==> images/clock_nets.png <==
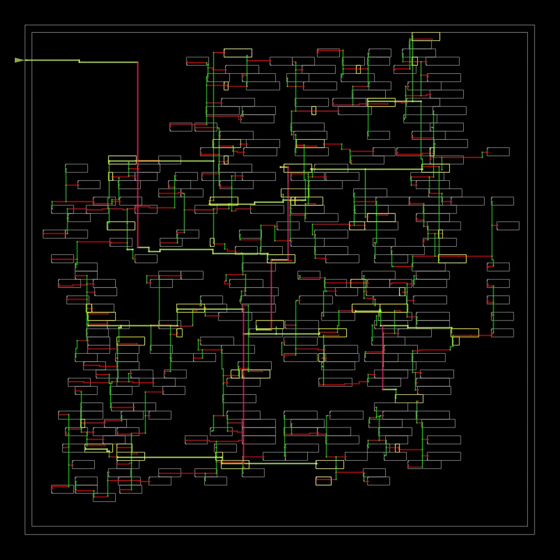
==> images/layers.png <==
Two of the layers only.
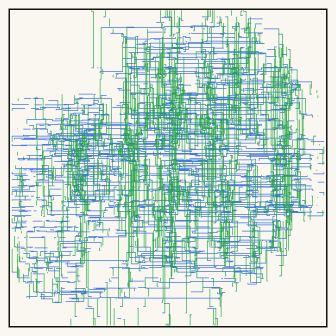
==> images/ff_map.png <==
Scale bar: 50 microns.
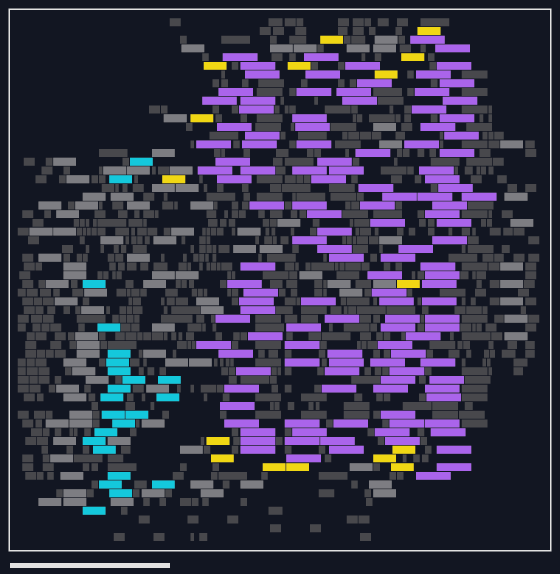
==> src/rtl/mc68k_bus_target.sv <==
// mc68k_bus_target: 68000 bus target decoding a 16-byte window at BASE_ADDR and
// exposing eight 16-bit registers (0..6 read/write, 7 read-only ID 16'h5016).
// Optional feature macro: MC68K_TARGET_BERR_EN -- when defined, a bus write to
// register 7 is answered with BERR instead of DTACK.
module mc68k_bus_target #(
  parameter logic [23:0] BASE_ADDR   = 24'hE90000,
  parameter int unsigned DTACK_DELAY = 2
) (
  input  logic        sys_clk,
  input  logic        sys_rst,
  input  logic [23:1] A_IN,
  input  logic [15:0] D_IN,
  input  logic        RnW_IN,
  input  logic        nAS_IN,
  input  logic        nUDS_IN,
  input  logic        nLDS_IN,
  output logic [15:0] D_OUT,
  output logic [15:0] D_OE,
  output logic        nDTACK_OE,
  output logic        nBERR_OE,
  input  logic [2:0]  host_addr,
  output logic [15:0] host_rdata,
  output logic        wr_strobe,
  output logic [2:0]  wr_index
);

  localparam logic [15:0] REG7_VALUE = 16'h5016;
  localparam logic [3:0]  DELAY_LOAD = 4'(DTACK_DELAY - 1);

  typedef enum logic [2:0] {
    S_IDLE,
    S_ACCEPT,
    S_DELAY,
    S_ACK,
    S_RELEASE
  } state_t;

  logic [23:1] r_aMeta,   r_aSync;
  logic [15:0] r_dMeta,   r_dSync;
  logic        r_rnwMeta, r_rnwSync;
  logic        r_nAsMeta, r_nAsSync;
  logic        r_nUdsMeta, r_nUdsSync;
  logic        r_nLdsMeta, r_nLdsSync;

  state_t      r_state;
  logic [2:0]  r_addrIdx;
  logic        r_rnw;
  logic        r_uds;
  logic        r_lds;
  logic [2:0]  r_index;
  logic [3:0]  r_count;
  logic [1:0]  r_settle;
  logic        r_armed;
  logic [15:0] r_regs [0:7];
  logic [15:0] r_dOut;
  logic [15:0] r_dOe;
  logic        r_dtack;
  logic        r_wrStrobe;
  logic [2:0]  r_wrIndex;
`ifdef MC68K_TARGET_BERR_EN
  logic        r_berr;
`endif

  logic        w_match;
  logic        w_dsActive;
  logic        w_busIdle;
  logic [15:0] w_regRead;
  logic        w_reg7Write;

  assign w_match     = (r_aSync[23:4] == BASE_ADDR[23:4]);
  assign w_dsActive  = ~r_nUdsSync | ~r_nLdsSync;
  assign w_busIdle   = r_nAsSync & r_nUdsSync & r_nLdsSync;
  assign w_regRead   = (r_index == 3'd7) ? REG7_VALUE : r_regs[r_index];
  assign w_reg7Write = ~r_rnw & (r_index == 3'd7);

  // Register 7 is a constant; the storage slot behind it is never written.
  assign host_rdata = (host_addr == 3'd7) ? REG7_VALUE : r_regs[host_addr];

  assign D_OUT     = r_dOut;
  assign D_OE      = r_dOe;
  assign nDTACK_OE = r_dtack;
  assign wr_strobe = r_wrStrobe;
  assign wr_index  = r_wrIndex;
`ifdef MC68K_TARGET_BERR_EN
  assign nBERR_OE  = r_berr;
`else
  assign nBERR_OE  = 1'b0;
`endif

  // Two-flop synchronizers for every bus input; strobes idle high out of reset.
  always_ff @(posedge sys_clk) begin
    if (sys_rst) begin
      r_aMeta    <= '0;
      r_aSync    <= '0;
      r_dMeta    <= '0;
      r_dSync    <= '0;
      r_rnwMeta  <= 1'b0;
      r_rnwSync  <= 1'b0;
      r_nAsMeta  <= 1'b1;
      r_nAsSync  <= 1'b1;
      r_nUdsMeta <= 1'b1;
      r_nUdsSync <= 1'b1;
      r_nLdsMeta <= 1'b1;
      r_nLdsSync <= 1'b1;
    end else begin
      r_aMeta    <= A_IN;
      r_aSync    <= r_aMeta;
      r_dMeta    <= D_IN;
      r_dSync    <= r_dMeta;
      r_rnwMeta  <= RnW_IN;
      r_rnwSync  <= r_rnwMeta;
      r_nAsMeta  <= nAS_IN;
      r_nAsSync  <= r_nAsMeta;
      r_nUdsMeta <= nUDS_IN;
      r_nUdsSync <= r_nUdsMeta;
      r_nLdsMeta <= nLDS_IN;
      r_nLdsSync <= r_nLdsMeta;
    end
  end

  // Bus cycle FSM: decode, delay, perform access, hold acknowledge until strobes negate.
  // After reset the synchronizers need two cycles to show real pin levels
  // (r_settle), and no cycle is accepted until nAS has been seen high (r_armed),
  // so a cycle already in flight at reset is routed to RELEASE and dropped.
  always_ff @(posedge sys_clk) begin
    if (sys_rst) begin
      r_state    <= S_IDLE;
      r_addrIdx  <= '0;
      r_rnw      <= 1'b0;
      r_uds      <= 1'b0;
      r_lds      <= 1'b0;
      r_index    <= '0;
      r_count    <= '0;
      r_settle   <= '0;
      r_armed    <= 1'b0;
      r_dOut     <= '0;
      r_dOe      <= '0;
      r_dtack    <= 1'b0;
      r_wrStrobe <= 1'b0;
      r_wrIndex  <= '0;
`ifdef MC68K_TARGET_BERR_EN
      r_berr     <= 1'b0;
`endif
      for (int i = 0; i < 8; i++) begin
        r_regs[i] <= '0;
      end
    end else begin
      r_wrStrobe <= 1'b0;
      case (r_state)
        S_IDLE: begin
          if (r_settle != 2'd2) begin
            r_settle <= r_settle + 2'd1;
          end else if (!r_armed) begin
            if (r_nAsSync) begin
              r_armed <= 1'b1;
            end else begin
              r_state <= S_RELEASE;
            end
          end else if (!r_nAsSync && w_dsActive) begin
            r_addrIdx <= r_aSync[3:1];
            r_rnw     <= r_rnwSync;
            r_uds     <= ~r_nUdsSync;
            r_lds     <= ~r_nLdsSync;
            r_state   <= w_match ? S_ACCEPT : S_RELEASE;
          end
        end

        S_ACCEPT: begin
          r_count <= DELAY_LOAD;
          r_index <= r_addrIdx;
          r_state <= S_DELAY;
        end

        S_DELAY: begin
          if (r_count != 4'd0) begin
            r_count <= r_count - 4'd1;
          end else begin
            r_state <= S_ACK;
            if (r_rnw) begin
              r_dOut <= w_regRead;
              r_dOe  <= {{8{r_uds}}, {8{r_lds}}};
            end else if (!w_reg7Write) begin
              if (r_uds) begin
                r_regs[r_index][15:8] <= r_dSync[15:8];
              end
              if (r_lds) begin
                r_regs[r_index][7:0] <= r_dSync[7:0];
              end
              r_wrStrobe <= 1'b1;
              r_wrIndex  <= r_index;
            end
`ifdef MC68K_TARGET_BERR_EN
            if (w_reg7Write) begin
              r_berr <= 1'b1;
            end else begin
              r_dtack <= 1'b1;
            end
`else
            r_dtack <= 1'b1;
`endif
          end
        end

        S_ACK: begin
          if (w_busIdle) begin
            r_dtack <= 1'b0;
            r_dOe   <= '0;
`ifdef MC68K_TARGET_BERR_EN
            r_berr  <= 1'b0;
`endif
            r_state <= S_IDLE;
          end
        end

        S_RELEASE: begin
          if (r_nAsSync) begin
            r_armed <= 1'b1;
            r_state <= S_IDLE;
          end
        end

        default: begin
          r_state <= S_IDLE;
        end
      endcase
    end
  end

endmodule

==> config.mk <==
export PLATFORM = sky130hd
export DESIGN_NAME = mc68k_bus_target
export DESIGN_NICKNAME = d
export VERILOG_FILES = /design/src/rtl/mc68k_bus_target.sv
export SDC_FILE = /design/constraint.sdc
export NUM_CORES = 1
export LEC_CHECK = 0
export CORE_MARGIN = 2
export CORE_UTILIZATION = 40
export CTS_CLUSTER_SIZE = 14
export DETAILED_ROUTE_END_ITERATION = 8
export GPL_TIMING_DRIVEN = 0
export PLACE_DENSITY = 0.67
export SLEW_MARGIN = 20
export SYNTH_ARGS = -nofsm -noshare
export SYNTH_HDL_FRONTEND = slang
export SYNTH_SLANG_ARGS = --single-unit
==> constraint.sdc <==
create_clock -name sys_clk -period 3.05 [get_ports sys_clk]
set_clock_uncertainty 0.05 [all_clocks]
set_input_delay 0.7625 -clock sys_clk [delete_from_list [all_inputs] [get_ports sys_clk]]
set_output_delay 0.7625 -clock sys_clk [all_outputs]
set_load 0.005 [all_outputs]
==> run summary <==
Flow results follow.

Ranked by instance count, the synthesized netlist is headed by sky130_fd_sc_hd__dfxtp_1, sky130_fd_sc_hd__edfxtp_1, sky130_fd_sc_hd__and2_1, sky130_fd_sc_hd__nor2b_1, sky130_fd_sc_hd__nor2_1. In this run the critical path is formed by clkbuf_4, buf_2, o221ai_1, o21ai_1, clkdlybuf4s50_1. The slew at the pin closest to its max-slew limit is 0.9315 ns. The most popular library cell in the synthesized design by count is sky130_fd_sc_hd__dfxtp_1.

The fraction of area in clock buffers and inverters is 0.06495. Entering global routing, the biggest net connects 14 pins. The cell with the biggest individual delay on the critical path is sky130_fd_sc_hd__clkdlybuf4s50_1. The critical path endpoint has a required time of 2.24 ns.

The cell count in the Yosys report is 832. The die span in x is 168.4 microns. The chip area estimate from yosys synthesis is 10810 sq um.

The core footprint is 26730 sq um. The area of the die is 28350 sq um. The final hold violation count recorded for this run is 0. The routed wire length per instance is 19.05 microns. The cell-mix breakdown from Yosys lists the XOR/XNOR area share as 0.002431. The first detailed-routing pass ran for 5 iterations. The flow ran to the end, and the final reports show no timing, DRC or antenna violations. The worst reg2reg path depth is 5. The maximum clock path buffer count is 3. The launch point of the worst reg-to-reg path is r_state[1]$_SDFFE_PP0P_. After synthesis the netlist holds a flip-flop and latch count of 259. The final critical-path required period is 3.029 ns. The area growth from synthesis to final layout is 23.52%. The number of global-route vias before repair is 6914. After layout, the design draws a total of 7.506 mW. Of all the cell area in the finished design, non-clock buffers hold 0.1094. The async set or reset register ratio after synthesis is 0. According to the floorplan report, the die height is 168.4 microns.

TritonCTS created 28 clock buffers.
Back to the opening pictures, clock_nets.png:
power consumed by the clock network: 3.16 mW
clock latency of the later-clocked register in the worst-skew pair: 0.53 ns
sequential cell count: 259

Back to the opening pictures, layers.png:
legend:
  blue:
    layer: M1
    wire_length: 11000 microns
  green:
    layer: M2
    wire_length: 12300 microns

Back to the opening pictures, ff_map.png:
legend:
  yellow:
    name_in_the_netlist: r_dSync
    placed_flops: 16
  cyan:
    name_in_the_netlist: r_aSync
    placed_flops: 23
  purple:
    name_in_the_netlist: r_regs
    placed_flops: 128
not coloured: 92

[layer usage]
metal	track usage	up-vias	wire, microns
met5	0	-	0
met4	0.05060	0	591
met3	0.03315	46	1768
met2	0.3081	295	12260
met1	0.2420	3283	11000
li1	-	3242	-
[cells by family after synthesis]
kind of cell	count (synthesis)
compound gates	73
mux	88
other cells	1
flops	259
buf+inv	71
simple gates	334
fa+ha+maj	3
xor+xnor	3
[worst min-delay path by stage]
| stage | to | cells past startpoint | slack, ns |
|---|---|---|---|
| final | r_nUdsSync$_SDFF_PP1_ | 1 | 0.36 |
| after CTS | r_nUdsSync$_SDFF_PP1_ | 1 | 0.36 |
| after detailed placement | r_nUdsSync$_SDFF_PP1_ | 1 | 0.34 |
| after global placement | r_nAsSync$_SDFF_PP1_ | 1 | 0.34 |
| after global routing | r_nUdsSync$_SDFF_PP1_ | 1 | 0.38 |
| after floorplan | r_nAsSync$_SDFF_PP1_ | 1 | 0.34 |
[report_power, final]
part	internal (mW)	switching, mW	total (mW)
Sequential	3.78	0.0682	3.85
Combinational	0.255	0.237	0.492
Clock	1.86	1.30	3.16
Total	5.90	1.61	7.51
[repair_timing]
action	CTS	global route
gates cloned	1	0
resized	53	13
setup buffers	0	5
pin swaps	0	1
setup endpoints to repair	16	48
[registers in the layout, indices dropped and copies added, names as in the netlist, 2 cells and up, named ones only]
signal,count
r_dSync,16
r_settle,2
r_regs,128
r_aMeta,23
D_OE,2
r_aSync,23
r_addrIdx,3
r_dMeta,16
wr_index,3
D_OUT,16
r_index,3
r_state,3
r_count,4
[worst register-to-register path: cells and delay by family, from the launching register on]
family / cells / cell delay (ns)
DFF: 1 / 0.34
buffers and inverters: 1 / 0.36
and+or+nand+nor: 4 / 1.78
No activity file was given, so power comes from the tool's default toggle rates.
